## config.mk

```make
export PLATFORM = sky130hd
export DESIGN_NAME = arf_ctrl
export DESIGN_NICKNAME = d
export VERILOG_FILES = /design/src/rtl/arf_pkg.sv /design/src/rtl/arf_ctrl_step.sv /design/src/rtl/arf_ctrl.sv
export SDC_FILE = /design/constraint.sdc
export NUM_CORES = 1
export LEC_CHECK = 0
export ABC_AREA = 1
export CORE_UTILIZATION = 47
export CTS_BUF_LIST = sky130_fd_sc_hd__clkbuf_4 sky130_fd_sc_hd__clkbuf_8
export CTS_CLUSTER_DIAMETER = 60
export DETAILED_ROUTE_END_ITERATION = 10
export GPL_TIMING_DRIVEN = 0
export PLACE_DENSITY = 0.95
export SETUP_SLACK_MARGIN = 0.1
export SLEW_MARGIN = 5
export SYNTH_ARGS = -nofsm -noshare
export SYNTH_HDL_FRONTEND = slang
export SYNTH_SLANG_ARGS = --single-unit
```

## constraint.sdc

```tcl
create_clock -name clk -period 5.4 [get_ports clk]
set_clock_uncertainty 0.2 [all_clocks]
set_input_delay 1.35 -clock clk [delete_from_list [all_inputs] [get_ports clk]]
set_output_delay 1.35 -clock clk [all_outputs]
set_load 0.03 [all_outputs]
```

## src/rtl/arf_pkg.sv

```systemverilog
// Package: arf_pkg
// Opcodes, ARF control codes and controller state encoding shared by arf_ctrl
// and its step decoder. Optional build macro used by the design:
// ARF_CTRL_STACK_GUARD_EN.
package arf_pkg;

    typedef enum logic [2:0] {
        OP_CLR   = 3'b000,
        OP_LDPC  = 3'b001,
        OP_LDAR  = 3'b010,
        OP_LDSP  = 3'b011,
        OP_FETCH = 3'b100,
        OP_PUSH  = 3'b101,
        OP_POP   = 3'b110,
        OP_RET   = 3'b111
    } op_e;

    localparam logic [1:0] FUNSEL_CLR  = 2'b00;
    localparam logic [1:0] FUNSEL_LOAD = 2'b01;
    localparam logic [1:0] FUNSEL_DEC  = 2'b10;
    localparam logic [1:0] FUNSEL_INC  = 2'b11;

    localparam logic [3:0] RSEL_NONE   = 4'b0000;
    localparam logic [3:0] RSEL_PC     = 4'b0001;
    localparam logic [3:0] RSEL_PCPREV = 4'b0010;
    localparam logic [3:0] RSEL_SP     = 4'b0100;
    localparam logic [3:0] RSEL_AR     = 4'b1000;
    localparam logic [3:0] RSEL_ALL    = 4'b1111;

    localparam logic [1:0] SEL_AR     = 2'b00;
    localparam logic [1:0] SEL_SP     = 2'b01;
    localparam logic [1:0] SEL_PCPREV = 2'b10;
    localparam logic [1:0] SEL_PC     = 2'b11;

    typedef enum logic [2:0] {
        ST_RST_CLR,
        ST_RST_SP,
        ST_IDLE,
        ST_EXEC1,
        ST_EXEC2
    } state_e;

endpackage

```

## src/rtl/arf_ctrl_step.sv

```systemverilog
// Module: arf_ctrl_step
// Combinational decoder from (latched opcode, execution step) to one ARF
// control word plus memory strobes. 'last' marks the final step of a command.
// With ARF_CTRL_STACK_GUARD_EN defined, PUSH/POP check SP against the stack
// bounds in their first step and abort with 'fault' instead of touching SP.
module arf_ctrl_step
    import arf_pkg::*;
#(
    parameter int WIDTH = 8
`ifdef ARF_CTRL_STACK_GUARD_EN
    ,
    parameter logic [WIDTH-1:0] STACK_TOP   = 8'hFF,
    parameter logic [WIDTH-1:0] STACK_LIMIT = 8'h80
`endif
) (
    input  logic [2:0]       op,
    input  logic             second,
    input  logic [WIDTH-1:0] data,
    input  logic [WIDTH-1:0] out_a,
    output logic [1:0]       funsel,
    output logic [3:0]       r_sel,
    output logic [1:0]       out_a_sel,
    output logic [WIDTH-1:0] i,
    output logic             mem_rd,
    output logic             mem_wr,
    output logic             last,
    output logic             fault
);

    // Control word for the current step; single-step commands keep last=1
    always_comb begin
        funsel    = FUNSEL_CLR;
        r_sel     = RSEL_NONE;
        out_a_sel = SEL_AR;
        i         = '0;
        mem_rd    = 1'b0;
        mem_wr    = 1'b0;
        last      = 1'b1;
        fault     = 1'b0;
        unique case (op_e'(op))
            OP_CLR: begin
                r_sel = RSEL_ALL;
            end
            OP_LDPC: begin
                funsel = FUNSEL_LOAD;
                r_sel  = RSEL_PC;
                i      = data;
            end
            OP_LDAR: begin
                funsel = FUNSEL_LOAD;
                r_sel  = RSEL_AR;
                i      = data;
            end
            OP_LDSP: begin
                funsel = FUNSEL_LOAD;
                r_sel  = RSEL_SP;
                i      = data;
            end
            OP_FETCH: begin
                if (!second) begin
                    out_a_sel = SEL_PC;
                    mem_rd    = 1'b1;
                    funsel    = FUNSEL_LOAD;
                    r_sel     = RSEL_PCPREV;
                    i         = out_a;
                    last      = 1'b0;
                end else begin
                    funsel = FUNSEL_INC;
                    r_sel  = RSEL_PC;
                end
            end
            OP_PUSH: begin
                if (!second) begin
                    funsel = FUNSEL_DEC;
                    r_sel  = RSEL_SP;
                    last   = 1'b0;
`ifdef ARF_CTRL_STACK_GUARD_EN
                    out_a_sel = SEL_SP;
                    if (out_a == STACK_LIMIT) begin
                        funsel = FUNSEL_CLR;
                        r_sel  = RSEL_NONE;
                        last   = 1'b1;
                        fault  = 1'b1;
                    end
`endif
                end else begin
                    out_a_sel = SEL_SP;
                    mem_wr    = 1'b1;
                end
            end
            OP_POP: begin
                if (!second) begin
                    out_a_sel = SEL_SP;
                    mem_rd    = 1'b1;
                    last      = 1'b0;
`ifdef ARF_CTRL_STACK_GUARD_EN
                    if (out_a == STACK_TOP) begin
                        mem_rd = 1'b0;
                        last   = 1'b1;
                        fault  = 1'b1;
                    end
`endif
                end else begin
                    funsel = FUNSEL_INC;
                    r_sel  = RSEL_SP;
                end
            end
            OP_RET: begin
                out_a_sel = SEL_PCPREV;
                funsel    = FUNSEL_LOAD;
                r_sel     = RSEL_PC;
                i         = out_a;
            end
        endcase
    end

endmodule

```

## src/rtl/arf_ctrl.sv

```systemverilog
// Module: arf_ctrl
// Sequencer for the 8-bit address register file (AR, SP, PCPrev, PC). Runs a
// two-cycle init (clear all, load SP with STACK_TOP), then accepts one command
// at a time over valid/ready and plays it out as 1-2 ARF control words.
// Optional build macro: ARF_CTRL_STACK_GUARD_EN (stack bound checks, err output).
module arf_ctrl
    import arf_pkg::*;
#(
    parameter int WIDTH = 8,
    parameter logic [WIDTH-1:0] STACK_TOP = 8'hFF
`ifdef ARF_CTRL_STACK_GUARD_EN
    ,
    parameter logic [WIDTH-1:0] STACK_LIMIT = 8'h80
`endif
) (
    input  logic             clk,
    input  logic             rst_n,
    input  logic             cmd_valid,
    output logic             cmd_ready,
    input  logic [2:0]       cmd_op,
    input  logic [WIDTH-1:0] cmd_data,
    input  logic [WIDTH-1:0] arf_out_a,
    output logic [WIDTH-1:0] arf_i,
    output logic [1:0]       arf_funsel,
    output logic [3:0]       arf_r_sel,
    output logic [1:0]       arf_out_a_sel,
    output logic [1:0]       arf_out_b_sel,
    output logic [WIDTH-1:0] mem_addr,
    output logic             mem_rd,
    output logic             mem_wr,
    output logic             done,
    output logic             err
);

    state_e           state;
    state_e           state_next;
    logic [2:0]       op_q;
    logic [WIDTH-1:0] data_q;
    logic             accept;

    logic [1:0]       step_funsel;
    logic [3:0]       step_r_sel;
    logic [1:0]       step_out_a_sel;
    logic [WIDTH-1:0] step_i;
    logic             step_mem_rd;
    logic             step_mem_wr;
    logic             step_last;
    logic             step_fault;

    assign mem_addr      = arf_out_a;
    assign arf_out_b_sel = SEL_PC;
    assign accept        = cmd_valid && cmd_ready;

    arf_ctrl_step #(
        .WIDTH       (WIDTH)
`ifdef ARF_CTRL_STACK_GUARD_EN
        ,
        .STACK_TOP   (STACK_TOP),
        .STACK_LIMIT (STACK_LIMIT)
`endif
    ) u_step (
        .op        (op_q),
        .second    (state == ST_EXEC2),
        .data      (data_q),
        .out_a     (arf_out_a),
        .funsel    (step_funsel),
        .r_sel     (step_r_sel),
        .out_a_sel (step_out_a_sel),
        .i         (step_i),
        .mem_rd    (step_mem_rd),
        .mem_wr    (step_mem_wr),
        .last      (step_last),
        .fault     (step_fault)
    );

    // State register; reset always restarts the init sequence
    always_ff @(posedge clk or negedge rst_n) begin
        if (!rst_n) begin
            state <= ST_RST_CLR;
        end else begin
            state <= state_next;
        end
    end

    // Capture the accepted command so later input changes are ignored
    always_ff @(posedge clk or negedge rst_n) begin
        if (!rst_n) begin
            op_q   <= '0;
            data_q <= '0;
        end else if (accept) begin
            op_q   <= cmd_op;
            data_q <= cmd_data;
        end
    end

    // Next state and control word; everything is held idle while rst_n is low
    always_comb begin
        state_next    = state;
        cmd_ready     = 1'b0;
        arf_funsel    = FUNSEL_CLR;
        arf_r_sel     = RSEL_NONE;
        arf_out_a_sel = SEL_AR;
        arf_i         = '0;
        mem_rd        = 1'b0;
        mem_wr        = 1'b0;
        done          = 1'b0;
        err           = 1'b0;
        if (rst_n) begin
            unique case (state)
                ST_RST_CLR: begin
                    arf_r_sel  = RSEL_ALL;
                    state_next = ST_RST_SP;
                end
                ST_RST_SP: begin
                    arf_funsel = FUNSEL_LOAD;
                    arf_r_sel  = RSEL_SP;
                    arf_i      = STACK_TOP;
                    state_next = ST_IDLE;
                end
                ST_IDLE: begin
                    cmd_ready = 1'b1;
                    if (cmd_valid) begin
                        state_next = ST_EXEC1;
                    end
                end
                ST_EXEC1, ST_EXEC2: begin
                    arf_funsel    = step_funsel;
                    arf_r_sel     = step_r_sel;
                    arf_out_a_sel = step_out_a_sel;
                    arf_i         = step_i;
                    mem_rd        = step_mem_rd;
                    mem_wr        = step_mem_wr;
                    done          = step_last;
                    err           = step_last && step_fault;
                    state_next    = step_last ? ST_IDLE : ST_EXEC2;
                end
                default: begin
                    state_next = ST_RST_CLR;
                end
            endcase
        end
    end

endmodule

```

Fig. 1: clock wires, drivers and flops
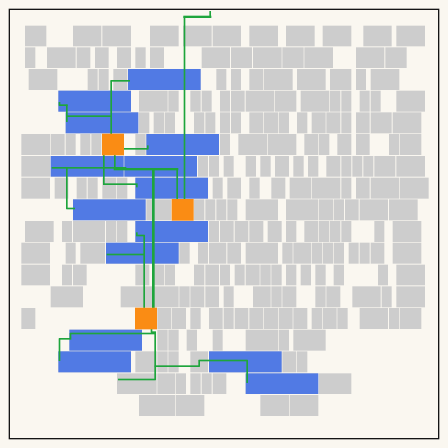
[flip-flops] blue | count: 14
[clock drivers] orange | count: 3
[clock wires] green | length: 173 µm
routed clock nets	4
Clk Latency, worst-skew pair: 0.28 ns
power attributed to the clock group: 0.0000756 W
Clk pwr share: 8.9%

Fig. 2: metal layers overlaid
Two of the layers only.
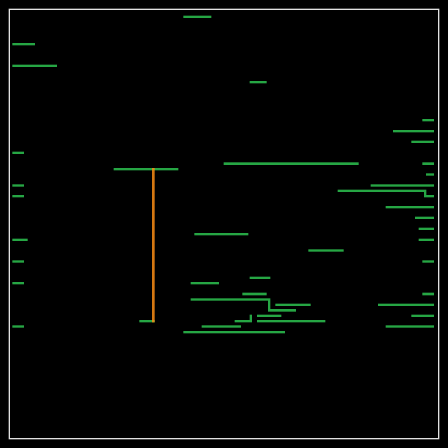
layer	colour	wire length
metal 4	orange	19.0 µm
metal 3	green	174 µm
average wire per cell in the routed design: 10.5 µm
global router's overall resource usage: 22.2%
via total after detailed routing: 1366
sum of routed wire length over all layers: 2940 µm

Fig. 3: congestion heat map
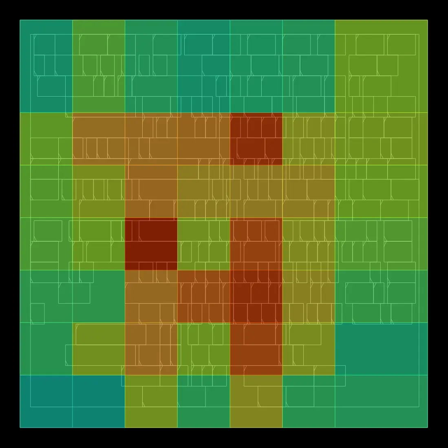
met2 track demand over resource: 34.6%
met1 demand-to-capacity share in global routing: 32.0%
most congested layer reported by global routing: met2
fraction of the core area covered by cells at the end of the flow: 72.4%

==> impl_metrics.ini <==
; implementation run metrics
[synthesis]
synth-adder-area-share_pct = 0
synth_sequential_area_ratio_pct = 28.0
ys_top_cells_by_area = dfrtp_1, nand2_1, nand3_1, buf_4, nor2_1
synth.most_common_cell = nand2_1
synth_area_mm2 = 0.00125
synth_cells = 198
yosys_register_bits = 14
yosys.stat.chipArea_mm2 = 0.00125
asyncSetResetFlopFracSynth_pct = 100
synthesis.yosys.warnings = 0
synth-cells-yosys = 198
compound_area_share_pct = 7.51
synthDistinctLibCells = 21
topCombFamilyByArea = simple AND/OR/NAND/NOR gates
synthesis.area_per_instance_um2 = 6.31
common_cells = nand2_1, nand3_1, nor2_1, dfrtp_1, inv_1
top_cell_area_share_pct = 28.0
mux_share_pct = 0
post_synthesis_share_of_cell_area_spent_on_and_or_nand_and_nor_gates_pct = 49.1
xors_xnors_by_area_pct = 0
synth.largest_area_cell = dfrtp_1
edff_count_synth = 0
ff_type = dfrtp_1

[setup_path]
max_stage_delay_ns = 0.68
setup.worst_path.class = input port to output port
critical_path.startpoint_type = input port
setup.worst_path.end_class = output port
critical_path.cell_chain = dlymetal6s2s_1, nand3_1, nand2_1, clkdlybuf4s50_1
critPathBufInv = 2
r2r_slack_ns = 3.82
crit_path_max_fanout = 20
required_ns = 3.85
cp_data_arrival_time_ns = 3.32
gate_family_responsible_for_the_most_delay_along_the_worst_path = buffers and inverters
timing.critical_path.slowest_stage_cell = clkdlybuf4s50_1

[timing]
timing_max_transition_violations_final = 0
finalSetupViolations = 0
setup_ws_ns = 0.529
timing.hold.ws_ns = 0.281
slew_headroom_pct = 44.4
fmax_mhz = 205
tns_ns = 0
final.min_clock_period_ns = 4.87
min_period_over_period_pct = 90.2
report.final.hold_viol_count = 0
rsz0062_at_grt = false
tightestPinTransition_ns = 0.833

[place]
hpwlAfterDp_um = 2290
placed_cells = 277
post_dp_cell_area_mm2 = 0.00177
detailedPlace.worstSlack_ns = 0.0989
port_buffers = 48
gpl.final_weighted_congestion = 0.887

[layout]
final_layout_top_logic_cell = nand2_1
nets = 274
comb_share_pct = 39.7
drive_above_1_share_pct = 13.9
logic_gates = 153
sequential_cell_total = 14
areaGrowthSynthToFinish_pct = 44.8
nonClkBufAreaFrac_pct = 33.7
final_area_mm2 = 0.00181
dominant_cells = logic gates
filler_cell_count = 191
non_clock_inverter_count = 15
num_antenna_cells = 0
cell_count_final_fillers_out = 281
seq_share_pct = 19.4
layout.area.comb_um2 = 719
nonClockBufferCount = 65
clkCellAreaFrac_pct = 2.00
mostFrequentLayoutCells = nand2_1, clkdlybuf4s50_1, nand3_1, nor2_1
ff_latch_area_um2 = 350
clockBufferCount = 4

[grt]
globalRoute.totalOverflow = 0
grt_pass1_vias = 1113
antenna_found_initial = 0
grt_pass1_wl_um = 4740
grt_met3_use_pct = 2.26
grt_max_degree = 21

[status]
status = completed

[power]
seq_power_share_pct = 22.1
power_switching_w = 0.000441
p_leak_nw = 0.924
cellPowerDensity_mw_per_mm2 = 472
p_total_w = 0.000854
irDropWorstVdd_v = 0.000279
comb_power_share_pct = 69.1
intPower_w = 0.000413
sw_frac_of_total_pct = 51.6

[clock_network]
tritoncts = yes
clockBufferDepth = 2
postCtsSetupRepairBufs = 0
cts-buffers-inserted = 3
cts_hold_repair.buffers = 0
cts.clk_slew.worst_paths_ns = 0.08
cts_max_level = 1
cts-root-buf = clkbuf_4
cts-resized-gates = 0
cts.sink_count = 14

[job]
warning_count = 26
max_cap_viol_count = 0

[drt]
drc_errors = 0
met2RoutedLength_um = 1340
iter_0_drt_violations = 32
topRoutingLayerUsed = met4
drt.antenna.violating_nets = 0
met1Wirelength_um = 1400
routed-wl-met3_um = 173
first_pass_iters = 4
vias_per_cell = 4.86

[worst_hold_path]
hold_path.class = flip-flop to flip-flop

[floorplan]
placement_rows = 18
die_w_um = 53.6
chipArea_mm2 = 0.00287
tap_cells = 30
floorplan.die.height_um = 53.6
initial_utilization_pct = 50.0
floorplan.io_pins = 53
core_area_mm2 = 0.00250
## power groups by stage
stage	clock (W)	sequential, W	combinational, W
after floorplan	0	0.000181	0.000420
after global placement	0	0.000188	0.000575
after detailed placement	0	0.000190	0.000585
after CTS	0.0000766	0.000188	0.000586
after global routing	0.0000838	0.000194	0.000654
final	0.0000756	0.000189	0.000590
## flip-flops by register name (all words and copies together), names as in the netlist
name,cells
op_q,3
state,3
data_q,8
## path summary, 6_finish.rpt
| kind | startpoint | to | cells after the start |
|---|---|---|---|
| worst max-delay path | rst_n | arf_i[0] | 4 |
| worst min-delay path | data_q[2] | data_q[2] | 2 |
| worst max register to register | state[0] | data_q[4] | 7 |
| worst min register to register | data_q[2] | data_q[2] | 2 |
| max in group asynchronous | rst_n | data_q[2] | 1 |
| min in group asynchronous | rst_n | op_q[2] | 1 |
No activity file was given, so power comes from the tool's default toggle rates.
